## src/rtl/task_ingress_pkg.sv

```systemverilog
// rtl/task_ingress_pkg.sv - shared types and constants for the TaskFIFO ingress arbiter
// Purpose: task type encoding, per-tree config entry, task word width helper,
//          and RPU state encodings shared with the dispatcher.
// Ports:   none (package)
package task_ingress_pkg;

    localparam logic TASK_PUSH = 1'b1;
    localparam logic TASK_POP  = 1'b0;

    // Wide enough for any level count the subsystem is built with.
    localparam int CFG_LEVEL_BITS = 4;

    typedef struct packed {
        logic                      en;
        logic [CFG_LEVEL_BITS-1:0] level;
    } cfg_entry_t;

    // Default task word: {type, treeId, data}.
    localparam int DEF_PTW           = 16;
    localparam int DEF_TREE_NUM_BITS = 2;
    localparam int TASK_WORD_W       = DEF_PTW + DEF_TREE_NUM_BITS + 1;

    function automatic int task_word_bits(input int ptw, input int tree_bits);
        return ptw + tree_bits + 1;
    endfunction

    typedef enum logic [1:0] {
        RPU_IDLE    = 2'd0,
        RPU_PUSH    = 2'd1,
        RPU_POP     = 2'd2,
        RPU_REPLACE = 2'd3
    } rpu_state_t;

endpackage

```

## src/rtl/task_ingress_arbiter_rr_arbiter.sv

```systemverilog
// rtl/task_ingress_arbiter_rr_arbiter.sv - combinational round-robin pointer search
// Purpose: grant the first requester at or after ptr, wrapping modulo N.
// Ports:   req   - request vector
//          ptr   - search start position
//          grant - one-hot grant
//          any   - some request granted
//          idx   - index of the granted requester (0 when none)
module rr_arbiter #(
    parameter int N  = 4,
    parameter int NB = 2
) (
    input  logic [N-1:0]  req,
    input  logic [NB-1:0] ptr,
    output logic [N-1:0]  grant,
    output logic          any,
    output logic [NB-1:0] idx
);

    logic [NB-1:0] cand;

    always_comb begin
        grant = '0;
        any   = 1'b0;
        idx   = '0;
        cand  = '0;
        for (int i = 0; i < N; i++) begin
            cand = NB'((int'(ptr) + i) % N);
            if (!any && req[cand]) begin
                grant[cand] = 1'b1;
                any         = 1'b1;
                idx         = cand;
            end
        end
    end

endmodule

```

## src/rtl/task_ingress_arbiter.sv

```systemverilog
// rtl/task_ingress_arbiter.sv - per-level round-robin ingress into the BMW TaskFIFOs
// Purpose: maps tenant trees to root levels, arbitrates one task per level per
//          cycle, tracks per-tree occupancy and drops empty pops / full pushes.
// Ports:   i_clk, i_arst_n            - clock, async active-low reset
//          i_req_valid/type/data      - per-tree push/pop requests
//          o_req_ready                - request consumed (combinational)
//          o_req_drop                 - consumed request was rejected (registered)
//          i_cfg_we/tree/level/en     - config table write
//          o_cfg_err                  - config write refused (registered)
//          o_push_TaskFIFO, o_TaskFIFO_data - registered TaskFIFO write per level
//          i_TaskFIFO_full/afull      - TaskFIFO backpressure per level
//          o_tree_count               - per-tree occupancy
module task_ingress_arbiter
    import task_ingress_pkg::*;
#(
    parameter int PTW           = 16,
    parameter int LEVEL         = 4,
    parameter int TREE_NUM      = 4,
    parameter int TREE_NUM_BITS = $clog2(TREE_NUM),
    parameter int LEVEL_BITS    = $clog2(LEVEL),
    parameter int CAP_BITS      = 8,
    parameter int TREE_CAP      = 2**CAP_BITS-1
) (
    input  logic                       i_clk,
    input  logic                       i_arst_n,
    input  logic [TREE_NUM-1:0]        i_req_valid,
    input  logic [TREE_NUM-1:0]        i_req_type,
    input  logic [PTW-1:0]             i_req_data [0:TREE_NUM-1],
    output logic [TREE_NUM-1:0]        o_req_ready,
    output logic [TREE_NUM-1:0]        o_req_drop,
    input  logic                       i_cfg_we,
    input  logic [TREE_NUM_BITS-1:0]   i_cfg_tree,
    input  logic [LEVEL_BITS-1:0]      i_cfg_level,
    input  logic                       i_cfg_en,
    output logic                       o_cfg_err,
    output logic [LEVEL-1:0]           o_push_TaskFIFO,
    output logic [PTW+TREE_NUM_BITS:0] o_TaskFIFO_data [0:LEVEL-1],
    input  logic [LEVEL-1:0]           i_TaskFIFO_full,
    input  logic [LEVEL-1:0]           i_TaskFIFO_afull,
    output logic [CAP_BITS-1:0]        o_tree_count [0:TREE_NUM-1]
);

    localparam int TW = task_word_bits(PTW, TREE_NUM_BITS);
    localparam logic [CAP_BITS-1:0] CAP_MAX = CAP_BITS'(TREE_CAP);

    cfg_entry_t                 cfg_q   [TREE_NUM];
    logic [CAP_BITS-1:0]        count_q [TREE_NUM];
    logic [TREE_NUM_BITS-1:0]   ptr_q   [LEVEL];
    logic [LEVEL-1:0]           push_q;
    logic [TW-1:0]              data_q  [LEVEL];
    logic [TREE_NUM-1:0]        drop_q;
    logic                       err_q;

    logic [TREE_NUM-1:0]        elig    [LEVEL];
    logic [TREE_NUM-1:0]        grant   [LEVEL];
    logic [LEVEL-1:0]           gany;
    logic [TREE_NUM_BITS-1:0]   gidx    [LEVEL];
    logic [TREE_NUM-1:0]        ready;
    logic [TREE_NUM-1:0]        accept;
    logic [LEVEL-1:0]           wr;
    logic [TW-1:0]              word    [LEVEL];
    logic                       cfg_ok;

    // A level whose FIFO is almost full cannot take a new word while the
    // registered write from last cycle is still landing in it.
    always_comb begin
        for (int l = 0; l < LEVEL; l++) begin
            elig[l] = '0;
            for (int t = 0; t < TREE_NUM; t++) begin
                elig[l][t] = i_req_valid[t] && cfg_q[t].en
                          && (cfg_q[t].level == CFG_LEVEL_BITS'(l))
                          && !i_TaskFIFO_full[l]
                          && !(i_TaskFIFO_afull[l] && push_q[l]);
            end
        end
    end

    for (genvar l = 0; l < LEVEL; l++) begin : g_arb
        rr_arbiter #(
            .N  (TREE_NUM),
            .NB (TREE_NUM_BITS)
        ) u_arb (
            .req   (elig[l]),
            .ptr   (ptr_q[l]),
            .grant (grant[l]),
            .any   (gany[l]),
            .idx   (gidx[l])
        );
    end

    // Each tree maps to exactly one level, so OR-ing grants never collides.
    always_comb begin
        ready = '0;
        for (int l = 0; l < LEVEL; l++) begin
            ready = ready | grant[l];
        end
    end

    always_comb begin
        accept = '0;
        for (int t = 0; t < TREE_NUM; t++) begin
            accept[t] = (i_req_type[t] == TASK_PUSH) ? (count_q[t] != CAP_MAX)
                                                     : (count_q[t] != '0);
        end
    end

    always_comb begin
        for (int l = 0; l < LEVEL; l++) begin
            wr[l]   = gany[l] && accept[gidx[l]];
            word[l] = {i_req_type[gidx[l]], gidx[l],
                       (i_req_type[gidx[l]] == TASK_PUSH) ? i_req_data[gidx[l]]
                                                          : {PTW{1'b0}}};
        end
    end

    // Remapping a tree with live elements or a request in flight would strand
    // tasks on the old level.
    assign cfg_ok = i_cfg_we && (count_q[i_cfg_tree] == '0) && !ready[i_cfg_tree];

    always_ff @(posedge i_clk or negedge i_arst_n) begin
        if (!i_arst_n) begin
            push_q <= '0;
            drop_q <= '0;
            err_q  <= 1'b0;
            for (int l = 0; l < LEVEL; l++) begin
                data_q[l] <= '0;
                ptr_q[l]  <= '0;
            end
            for (int t = 0; t < TREE_NUM; t++) begin
                count_q[t] <= '0;
                cfg_q[t]   <= '0;
            end
        end else begin
            push_q <= wr;
            for (int l = 0; l < LEVEL; l++) begin
                if (wr[l]) begin
                    data_q[l] <= word[l];
                end
                if (gany[l]) begin
                    ptr_q[l] <= (gidx[l] == TREE_NUM_BITS'(TREE_NUM-1)) ? '0
                                                                        : gidx[l] + 1'b1;
                end
            end
            for (int t = 0; t < TREE_NUM; t++) begin
                drop_q[t] <= ready[t] && !accept[t];
                if (ready[t] && accept[t]) begin
                    count_q[t] <= (i_req_type[t] == TASK_PUSH) ? count_q[t] + 1'b1
                                                               : count_q[t] - 1'b1;
                end
            end
            err_q <= i_cfg_we && !cfg_ok;
            if (cfg_ok) begin
                cfg_q[i_cfg_tree] <= '{en: i_cfg_en, level: CFG_LEVEL_BITS'(i_cfg_level)};
            end
        end
    end

    assign o_req_ready     = ready;
    assign o_req_drop      = drop_q;
    assign o_cfg_err       = err_q;
    assign o_push_TaskFIFO = push_q;
    assign o_TaskFIFO_data = data_q;
    assign o_tree_count    = count_q;

endmodule

```

## config.mk

```make
export PLATFORM = sky130hd
export DESIGN_NAME = task_ingress_arbiter
export DESIGN_NICKNAME = d
export VERILOG_FILES = /design/src/rtl/task_ingress_pkg.sv /design/src/rtl/task_ingress_arbiter_rr_arbiter.sv /design/src/rtl/task_ingress_arbiter.sv
export SDC_FILE = /design/constraint.sdc
export NUM_CORES = 1
export LEC_CHECK = 0
export CAP_MARGIN = 20
export CORE_MARGIN = 2
export CORE_UTILIZATION = 40
export DETAILED_ROUTE_END_ITERATION = 6
export GPL_TIMING_DRIVEN = 1
export HOLD_SLACK_MARGIN = 0.03
export PLACE_DENSITY_LB_ADDON = 0.2
export SETUP_SLACK_MARGIN = 0.05
export SLEW_MARGIN = 30
export SYNTH_ARGS = -nofsm -noshare
export SYNTH_HDL_FRONTEND = slang
export SYNTH_SLANG_ARGS = --single-unit
```

## constraint.sdc

```tcl
create_clock -name i_clk -period 3.95 [get_ports i_clk]
set_clock_uncertainty 0.1 [all_clocks]
set_input_delay 0.79 -clock i_clk [delete_from_list [all_inputs] [get_ports i_clk]]
set_output_delay 0.79 -clock i_clk [all_outputs]
set_load 0.02 [all_outputs]
```

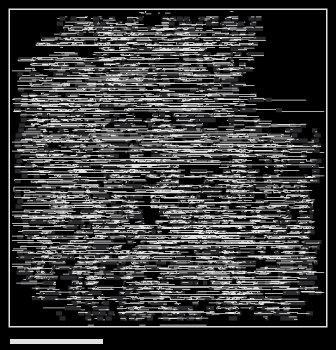
Figure 1: met1 routing.
Scale bar: 50 µm.
nets with wire on the layer	1410
wire length on this layer	17400 µm
main direction	horizontal
longest straight run	65.3 µm
share of all routed wire	46%

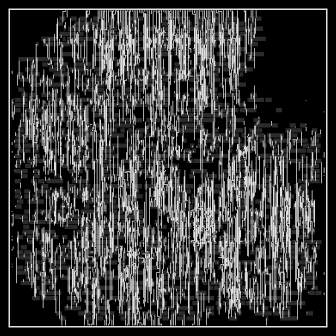
Figure 2: the metal 2 layer.
share of all routed wire	45%
longest straight run	62.9 µm
wire length on this layer	17100 µm
nets with wire on the layer	1351
main direction	vertical

==> flow_summary.ini <==
; flow metrics
[run]
maxCapViolCount = 0
warnings = 40

[layout]
final.fill_count = 2320
final_design_area_no_fill_mm2 = 0.0158
design.seq.count = 137
combinational_fraction_of_the_cell_area = 0.470
area.combinational_mm2 = 0.00742
num-clock-buffers = 17
layout-area-overhead-vs-synth_pct = 44.5
post_route_utilization = 0.587

[global_route]
grt_max_degree = 78
grt.overflow.total = 0
grt_antenna_before_repair = 0

[hold_path]
hold_path.class = input port to async pin

[power_and_ir_drop]
seq_power_share = 0.230
pg_clk_mw = 1.73
ir_drop_uv = 566

[clock_network]
cts_sinks = 137
cts.htree.levels = 4
worst_case_clock_buffer_depth = 2

[synth]
syn_inst = 1040
synthAdderAreaFrac = 0.0555
most_common_library_cells_after_synthesis = sky130_fd_sc_hd__dfrtp_1 (137), sky130_fd_sc_hd__mux2i_1 (132), sky130_fd_sc_hd__nand2_1 (70)
ao_oa_area_frac = 0.183
post_synth_main_logic_family = multiplexers
synth_flops = 137
synth_top_cell_by_count = sky130_fd_sc_hd__dfrtp_1

[route]
via_count = 10200
wire_per_inst_um = 21.5
drt-pass1-iter-count = 5

[final_timing]
timing.final.crit_period_ns = 3.89
rsz_0062_raised_after_global_routing = yes
finalSetupViolCount = 0

[critical_path]
cp-endpoint = o_req_ready[1]
crit_path_end_kind = primary output
crit_family = simple AND/OR/NAND/NOR gates
crit_slowest_cell = sky130_fd_sc_hd__dfrtp_2

[placed_design]
place.port_buffers = 208
finalWeightedCongestion = 0.937

[outcome]
status = completed
